==> config.mk <==
export PLATFORM = sky130hd
export DESIGN_NAME = mem_arbiter
export DESIGN_NICKNAME = d
export VERILOG_FILES = /design/src/rtl/mem_arbiter.sv
export SDC_FILE = /design/constraint.sdc
export NUM_CORES = 1
export LEC_CHECK = 0
export ABC_AREA = 1
export CAP_MARGIN = 5
export CORE_MARGIN = 10
export CORE_UTILIZATION = 40
export DETAILED_ROUTE_END_ITERATION = 16
export PLACE_DENSITY = 0.77
export SYNTH_ARGS = -nofsm -noshare
export SYNTH_HDL_FRONTEND = slang
export SYNTH_SLANG_ARGS = --single-unit
==> constraint.sdc <==
create_clock -name CLOCK -period 1.35 [get_ports CLOCK]
set_clock_uncertainty 0.05 [all_clocks]
set_input_delay 0.27 -clock CLOCK [delete_from_list [all_inputs] [get_ports CLOCK]]
set_output_delay 0.27 -clock CLOCK [all_outputs]
set_load 0.005 [all_outputs]
==> src/rtl/mem_arbiter.sv <==
// mem_arbiter: two-port (fetch / data) arbiter in front of a single-ported
// word memory with variable-latency handshake and a 15-cycle timeout.
// Optional feature: define MEM_ARBITER_RR_EN to alternate the winner on
// simultaneous requests; otherwise the data port has fixed priority.
module mem_arbiter (
  input  logic        CLOCK,
  input  logic        RST_N,
  input  logic        if_req,
  input  logic [8:0]  if_addr,
  output logic        if_ack,
  output logic [31:0] if_rdata,
  input  logic        d_req,
  input  logic        d_we,
  input  logic [8:0]  d_addr,
  input  logic [31:0] d_wdata,
  output logic        d_ack,
  output logic [31:0] d_rdata,
  output logic        m_req,
  output logic        m_we,
  output logic [8:0]  m_addr,
  output logic [31:0] m_wdata,
  input  logic        m_ack,
  input  logic [31:0] m_rdata,
  output logic        owner,
  output logic        busy,
  output logic        err
);

  typedef enum logic [1:0] {
    ST_IDLE = 2'd0,
    ST_WAIT = 2'd1,
    ST_DONE = 2'd2
  } state_t;

  state_t      r_state, w_state;
  logic        r_m_req, w_m_req;
  logic        r_m_we, w_m_we;
  logic [8:0]  r_m_addr, w_m_addr;
  logic [31:0] r_m_wdata, w_m_wdata;
  logic        r_if_ack, w_if_ack;
  logic        r_d_ack, w_d_ack;
  logic [31:0] r_if_rdata, w_if_rdata;
  logic [31:0] r_d_rdata, w_d_rdata;
  logic        r_owner, w_owner;
  logic        r_busy, w_busy;
  logic        r_err, w_err;
  logic [3:0]  r_cnt, w_cnt;
  logic        r_last, w_last;
  logic        w_pick_d;

  // Winner selection: 1 = data port, 0 = fetch port. A lone requester always wins.
  always_comb begin
`ifdef MEM_ARBITER_RR_EN
    // On a tie the port that lost the previous grant goes next.
    w_pick_d = d_req & (~if_req | ~r_last);
`else
    w_pick_d = d_req;
`endif
  end

  // Next-state and next-output computation for the IDLE/WAIT/DONE sequencer.
  always_comb begin
    w_state    = r_state;
    w_m_req    = r_m_req;
    w_m_we     = r_m_we;
    w_m_addr   = r_m_addr;
    w_m_wdata  = r_m_wdata;
    w_if_ack   = 1'b0;
    w_d_ack    = 1'b0;
    w_if_rdata = r_if_rdata;
    w_d_rdata  = r_d_rdata;
    w_owner    = r_owner;
    w_busy     = r_busy;
    w_err      = r_err;
    w_cnt      = r_cnt;
    w_last     = r_last;
    case (r_state)
      ST_IDLE: begin
        if (if_req | d_req) begin
          w_state   = ST_WAIT;
          w_m_req   = 1'b1;
          w_m_we    = w_pick_d ? d_we : 1'b0;
          w_m_addr  = w_pick_d ? d_addr : if_addr;
          w_m_wdata = w_pick_d ? d_wdata : 32'd0;
          w_owner   = w_pick_d;
          w_last    = w_pick_d;
          w_busy    = 1'b1;
          w_cnt     = 4'd0;
        end else begin
          w_state = ST_IDLE;
        end
      end
      ST_WAIT: begin
        if (m_ack) begin
          // Normal completion wins even on the edge the counter would hit 15.
          w_state = ST_DONE;
          w_m_req = 1'b0;
          if (!r_m_we) begin
            if (r_owner) begin
              w_d_rdata = m_rdata;
            end else begin
              w_if_rdata = m_rdata;
            end
          end else begin
            w_d_rdata = r_d_rdata;
          end
          w_d_ack  = r_owner;
          w_if_ack = ~r_owner;
        end else if (r_cnt == 4'd14) begin
          // Counter reaches 15 with no response: abort with poison data.
          w_state = ST_DONE;
          w_m_req = 1'b0;
          w_cnt   = 4'd15;
          w_err   = 1'b1;
          if (r_owner) begin
            w_d_rdata = 32'hFFFF_FFFF;
          end else begin
            w_if_rdata = 32'hFFFF_FFFF;
          end
          w_d_ack  = r_owner;
          w_if_ack = ~r_owner;
        end else begin
          w_cnt = r_cnt + 4'd1;
        end
      end
      ST_DONE: begin
        w_state = ST_IDLE;
        w_busy  = 1'b0;
      end
      default: begin
        w_state = ST_IDLE;
        w_m_req = 1'b0;
        w_busy  = 1'b0;
      end
    endcase
  end

  // State and output registers with synchronous active-low reset.
  always_ff @(posedge CLOCK) begin
    if (!RST_N) begin
      r_state    <= ST_IDLE;
      r_m_req    <= 1'b0;
      r_m_we     <= 1'b0;
      r_m_addr   <= 9'd0;
      r_m_wdata  <= 32'd0;
      r_if_ack   <= 1'b0;
      r_d_ack    <= 1'b0;
      r_if_rdata <= 32'd0;
      r_d_rdata  <= 32'd0;
      r_owner    <= 1'b0;
      r_busy     <= 1'b0;
      r_err      <= 1'b0;
      r_cnt      <= 4'd0;
      r_last     <= 1'b1;
    end else begin
      r_state    <= w_state;
      r_m_req    <= w_m_req;
      r_m_we     <= w_m_we;
      r_m_addr   <= w_m_addr;
      r_m_wdata  <= w_m_wdata;
      r_if_ack   <= w_if_ack;
      r_d_ack    <= w_d_ack;
      r_if_rdata <= w_if_rdata;
      r_d_rdata  <= w_d_rdata;
      r_owner    <= w_owner;
      r_busy     <= w_busy;
      r_err      <= w_err;
      r_cnt      <= w_cnt;
      r_last     <= w_last;
    end
  end

  assign m_req    = r_m_req;
  assign m_we     = r_m_we;
  assign m_addr   = r_m_addr;
  assign m_wdata  = r_m_wdata;
  assign if_ack   = r_if_ack;
  assign d_ack    = r_d_ack;
  assign if_rdata = r_if_rdata;
  assign d_rdata  = r_d_rdata;
  assign owner    = r_owner;
  assign busy     = r_busy;
  assign err      = r_err;

endmodule

### Cell sizes after repair

Scale: 3 px per um.
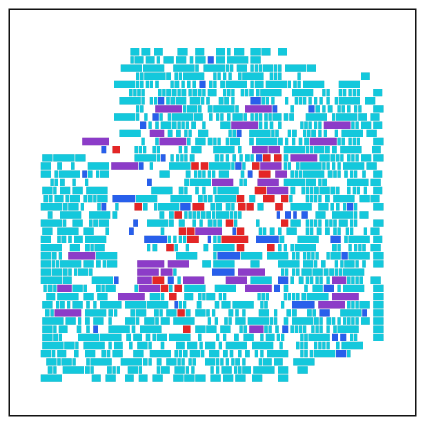
| color | size | cells | share | most used |
|---|---|---|---|---|
| blue | _2 cells | 49 | 4.8% | nand2_2 |
| purple | _6 and larger | 36 | 3.5% | clkbuf_16 |
| cyan | _0 and _1 cells | 902 | 88% | nand2_1 |
| red | _3 and _4 cells | 33 | 3.2% | buf_4 |

### Cell area per tile

Scale: 3 px per um. 13 x 13 tiles, from dark blue (low) to red (high), 0 to 100% covered.
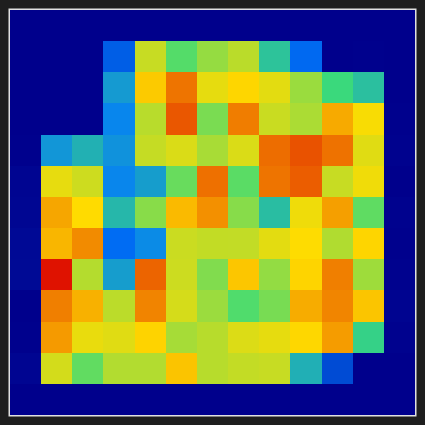
emptiest ninth of the die: upper left
mean over tiles: 43%
densest ninth of the die: center
fullest tile: 98%
nearly empty tiles: 33%

### Placement view

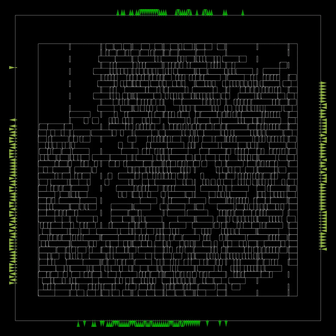
Util after Layout: 63.6%
Layout Cells excl Fill: 1192
Cell Rows: 41
core area: 12800 um2

### Metal 1

Scale: 4 px per um. Supply wires on this layer in gray. Cells faint in the background.
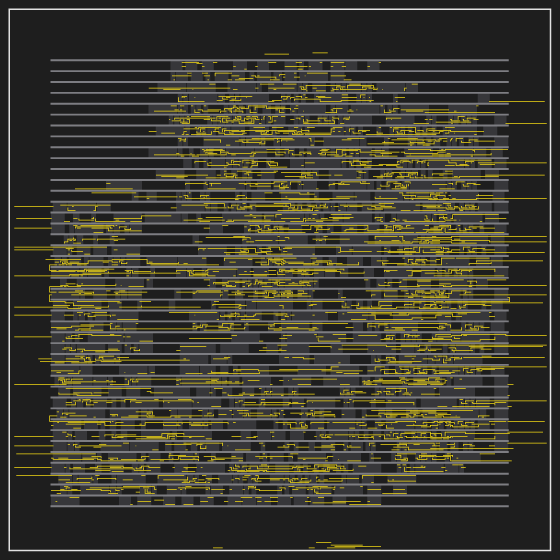
longest straight run: 40.9 um
main direction: horizontal
wire length on this layer: 6640 um
share of all routed wire: 41%

==> results.yml <==
# implementation run metrics
final_timing:
  setup_slack_ns: -0.0494
  rsz0062_at_grt: "true"
  setup_viol: 30
  finalCritPeriodShare_pct: 104
power:
  p_comb_mw: 1.58
  peakVddDrop_mv: 0.941
  power.density_nw_per_um2: 1150
  powerClk_mw: 4.00
place:
  dp.cells: 1162
flow_run:
  warning_count: 29
  cap_viol_max_count: 0
worst_setup_path:
  crit_slowest_cell: "dfxtp_2"
  crit_start: "r_cnt[0]$_SDFFE_PN0P_"
  worst_path_largest_cell_delay_ns: 0.32
  critical_path_buf_inv_count: 3
  critPathMaxFanout: 16
  path_depth: 9
routing:
  firstDrtPassIters: 6
  dr_wl_met3_um: 1820
final_layout:
  clkCellAreaFrac_pct: 6.45
  syn_to_final_growth_pct: 53.7
global_route:
  grt_pass1_wl_um: 25200
clocking:
  cts_hold_buf: 0
  insertion_delay_ns: 0.41
  cts_buffer_depth: 2
  postCtsSetupBuffers: 1
synthesis:
  syn_nets: 888
  ys.flop_type: "dfxtp_1"
  syn_area_um2: 5290
  yosys.cell_types.count: 20
floorplan:
  floorplan.core_util_pct: 41.4
  dieArea_um2: 18200
  die_w_um: 135
worst_hold_path:
  holdPathEnd: "d_rdata[0]$_SDFFE_PN0P_"
  worstHoldPathType: "input pin to flip-flop"
run_status:
  violations: "negative setup slack"
  outcome: "finished, violations left"
cells by family (layout without fill, tap and decap cells):
kind of cell | after synthesis | after routing | share of synthesized area, %
flops | 118 | 118 | 44.7
simple gates | 437 | 437 | 33.7
compound gates | 54 | 54 | 5.11
buf+inv | 187 | 409 | 16.0
fa+ha+maj | 2 | 2 | 0.473
synthesized netlist by cell type (5+ instances only):
cell type | instances | area, um2
buf_6 | 14 | 158
dfxtp_1 | 118 | 2360
nor2_1 | 125 | 469
nand2_1 | 233 | 875
buf_2 | 7 | 35.0
inv_1 | 139 | 522
a21oi_1 | 41 | 205
o21ai_0 | 13 | 65.1
buf_4 | 8 | 60.1
clkbuf_1 | 10 | 37.5
nand3_1 | 68 | 340
buf_1 | 5 | 18.8
Power figures rest on the tool's default switching activity, not on a simulated workload.
